Figure 1. Cell sizes after repair.
(2 px per um)
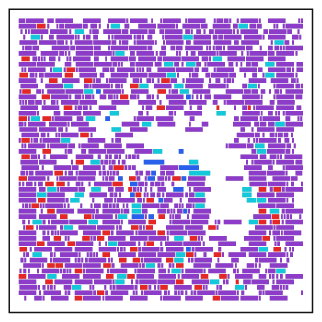
Figure 2. Gate-type map.
(2 px per um)
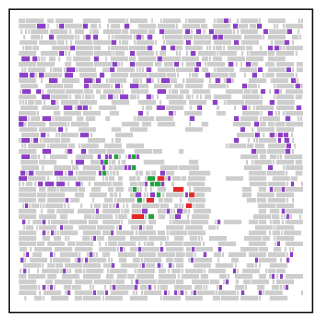
Figure 3. Met3 routing.
(3 px per um)
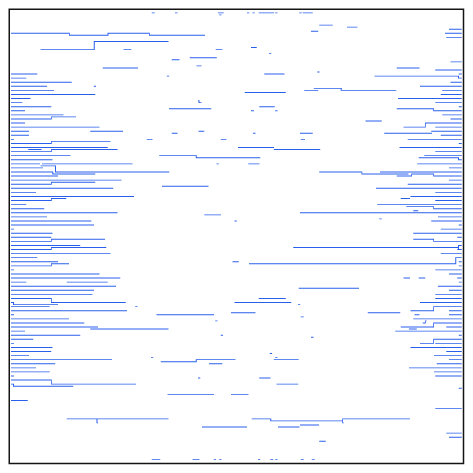
Figure 4. Placed cells, one colour a class.
(2 px per um) Fill, decap, tap and diode cells in grey.
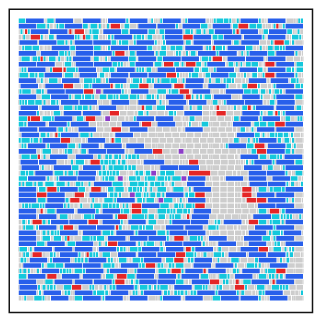
Design fact_bus_master, sky130hd; sources not shown.
==> run notes <==
The layout was made with Yosys and OpenROAD.

The synthesized-area fraction occupied by and/or/nand/nor cells is 9.43%. At the end of routability-driven placement, the weighted congestion stood at 0.818. The number of global-route vias before repair is 8785.

The area share of and-or/or-and cells after synthesis is 11.6%. The sum of routed wire length over all layers is 29.9 mm. The largest net degree at the start of global routing is 345. The average vias per placed instance is 5.86. The synth_stat.txt file lists the number of cells as 1191. After layout, the minimum clock period comes to 4290 ps.

The endpoint required time on the critical path is 7880 ps. The number of antenna violations at the first check in global routing was 0. Grouping non-sequential cells by family puts the most area in AND-OR/OR-AND gates. Checking max transition, the worst relative margin is 22.9%. Across every metal layer, demand over resource in global routing totals 25.8%. The total clock sinks is 344.

The number of nets with antenna violations after routing is 0. The first global-routing pass estimated 46.7 mm of wire. The total CTS buffers is 53.

The tool warning count is 37. The die extent in x is 151 um. The element type at the critical path start is a register. The post-CTS setup repair buffer count is 0.

The maximum net fanout on the critical path is 77. The number of detailed-routing iterations run before antenna repair is 5. The share of final-layout standard cells stronger than drive strength 1 is 14.6%. The detailed-placement wirelength estimate is 18.7 mm. The transition time at the pin with the least slew margin is 1160 ps. For reference, full adder, half adder and majority cells occupy 0.631% of the area reported after synthesis. In the final timing run, aggregate negative setup slack is 0 ps. The type of the worst setup path is reg2reg. The number of diodes added for antenna fixing is 0. The clock-pin transition on the worst setup and hold timing paths is 60 ps. Per the OpenROAD floorplan log, the area of the die is 22800 sq um. The run finished with clean final reports.

The slack of the worst reg-to-reg path is 3410 ps. The library cells used most frequently in the layout, excluding fill and tap cells, are sky130_fd_sc_hd__dfrtp_1, sky130_fd_sc_hd__nor2_1, sky130_fd_sc_hd__nand2_1. The total of flip-flops plus latches after synthesis is 344. The path class of the lowest-slack min-delay path is reg2reg. The finished design was reported to have a net count of 1308. The max-slew violation total from the final report is 0. The most used flip-flop cell is sky130_fd_sc_hd__dfrtp_1.

The tally of filler cells in the layout is 1368. The register with the most flip-flops in the layout has 128 of them. The cell depth of the worst hold path is 1. After Yosys synthesis, XOR and XNOR cells account for 0.315% of the synthesized area. The final timing report lists a hold violation count of 0. The TritonCTS clock tree is yes. The smallest hold slack is 294 ps.

The number of gates resized after CTS is 0. The total of endpoints with negative setup slack in the final report is 0. Counting the warning lines in the Yosys log gives 0. Setup repair after global routing left no endpoint under its margin. Per the synth stats, the proportion of register bits with asynchronous set or reset is 100%.

The DRC marker count from the first detailed-route iteration is 544. The kind of end point of the critical path is a register. The synthesized netlist handed to floorplanning was reported with a cell count of 1191. The overall overflow remaining after global route is 0. The number of design rule violations left after detail routing is 0.

The data arrival at the endpoint of the critical path is 4480 ps. Summing every instance area after synthesis gives 13900 sq um. The share of the core filled by cells before placement is 68.8%. Static timing analysis puts the maximum clock frequency at 233 MHz.

The worst reg-to-reg path cell count is 6. The number of distinct library cell variants in the gate-level netlist after synthesis is 47. Hold repair after CTS inserted 0 buffers.

In the synthesis report, Yosys lists the chip area as 13900 sq um. For the worst-skew pair, the clock arrives at the later sink with an insertion delay of 570 ps.

The count of pins on the block boundary is 345. The fraction of the cycle the final worst path needs is 55.8%. The tool flagged a number of max-cap violations equal to 0.

CTS reports a maximum clock tree buffer depth of 3. The per-cell routed wire length is 20.2 um. In this run the clock root is driven by a sky130_fd_sc_hd__clkbuf_8. The H-tree was split into 2 levels. The mux share of post-synthesis cell area is 9.89%.

For this run, the register share of the synthesized area comes to 62.0%. The number of placed cells counting well taps is 1384. Per the placement log, port buffering inserted 0 buffers. The number of enable flip-flop cells is 0.

The die is 151 um tall. Per the post-synthesis stats, the area per cell is 11.7 sq um.
## Picture notes: Figure 1
legend:
  red:
    size: _2 cells
    cells: 90
    most_used: mux2_2
  cyan:
    size: _6 and larger
    cells: 68
    most_used: clkbuf_8
  purple:
    size: _0 and _1 cells
    cells: 1033
    most_used: dfrtp_1
  blue:
    size: _3 and _4 cells
    cells: 18
    most_used: buf_4
Final Cell Area: 14800 sq um
area delta synth->final: 6.83%
buffer count excluding the clock tree in the final layout: 8
min setup slack post-route: 3410 ps

## Picture notes: Figure 2
legend:
  green:
    family: AND and OR gates
    cells: 12
    where: centre
  red:
    family: AND-OR and OR-AND gates
    cells: 6
  purple:
    family: inverting AOI/OAI gates
    cells: 213
    where: all over the die
final instance count without filler cells: 1479
multi-input gate share of total cell area: 30.2%
Commonest Layout Cell: sky130_fd_sc_hd__dfrtp_1

## Picture notes: Figure 3
main direction: horizontal
share of all routed wire: 11%
nets with wire on the layer: 210
longest straight run: 68.8 um
wire length on this layer: 3220 um
met3 Resource Use GR: 10.8%
DR vias: 8668

## Picture notes: Figure 4
legend:
  blue:
    class: flops
    cells: 344
  cyan:
    class: combinational and other logic
    cells: 762
  red:
    class: clock drivers and dummy loads
    cells: 95
  purple:
    class: other buffers and delay cells
    cells: 8
CORE AREA: 20200 sq um
sequential portion of the cell area: 58.1%
final core occ: 73.5%
site row count: 52

==> worst max-delay path, cell delays in order (launching register included) <==
cell and delay (ps):
sky130_fd_sc_hd__dfrtp_1 500, sky130_fd_sc_hd__nor4_2 300, sky130_fd_sc_hd__buf_4 620, sky130_fd_sc_hd__and2_4 940, sky130_fd_sc_hd__a21o_4 760, sky130_fd_sc_hd__buf_4 600, sky130_fd_sc_hd__a211oi_1 110
==> cell type report <==
type	count	area, sq um	share of cell area [%]
repair buffers	8	60.1	0.405
multi-input cells	690	4480	30.2
clock buffers	67	922	6.22
well taps	270	338	2.28
flip-flops and latches	344	8620	58.1
clock inverters	28	143	0.962
inverters	72	273	1.84
==> kinds of logic after synthesis <==
group,after synthesis
AND-OR/OR-AND,219
adder cells (fa/ha/maj),7
buffers and inverters,166
flip-flops,344
multiplexers,129
AND/OR/NAND/NOR,320
XOR/XNOR,5
other,1
==> layer usage <==
layer	part of all wire [%]	vias up	GRT usage (%)
met5	0	-	0
met4	3.7	0	10.6
met3	11	68	10.8
met2	48	336	40.4
met1	37	4301	31.9
li1	-	3963	-
==> Yosys cell counts, drive strengths merged, types with 6 or more instances <==
| library cell | number | area share (%) |
|---|---|---|
| nand2 | 137 | 3.7 |
| ha | 7 | 0.63 |
| clkbuf | 32 | 0.87 |
| nand3 | 8 | 0.32 |
| buf | 62 | 3.3 |
| inv | 72 | 2.0 |
| nor2 | 149 | 4.0 |
| mux2i | 64 | 4.6 |
| a211oi | 129 | 7.9 |
| or3 | 6 | 0.27 |
| a21oi | 74 | 2.7 |
| dfrtp | 344 | 62 |
| o21ai | 6 | 0.22 |
| mux2 | 65 | 5.3 |
==> through the flow <==
step	worst slack, ps	area [sq um]
after CTS	3310	14800
after detailed placement	2760	13800
after floorplan	4010	13900
after global routing	3060	14800
after global placement	2870	13800
final	3410	14800
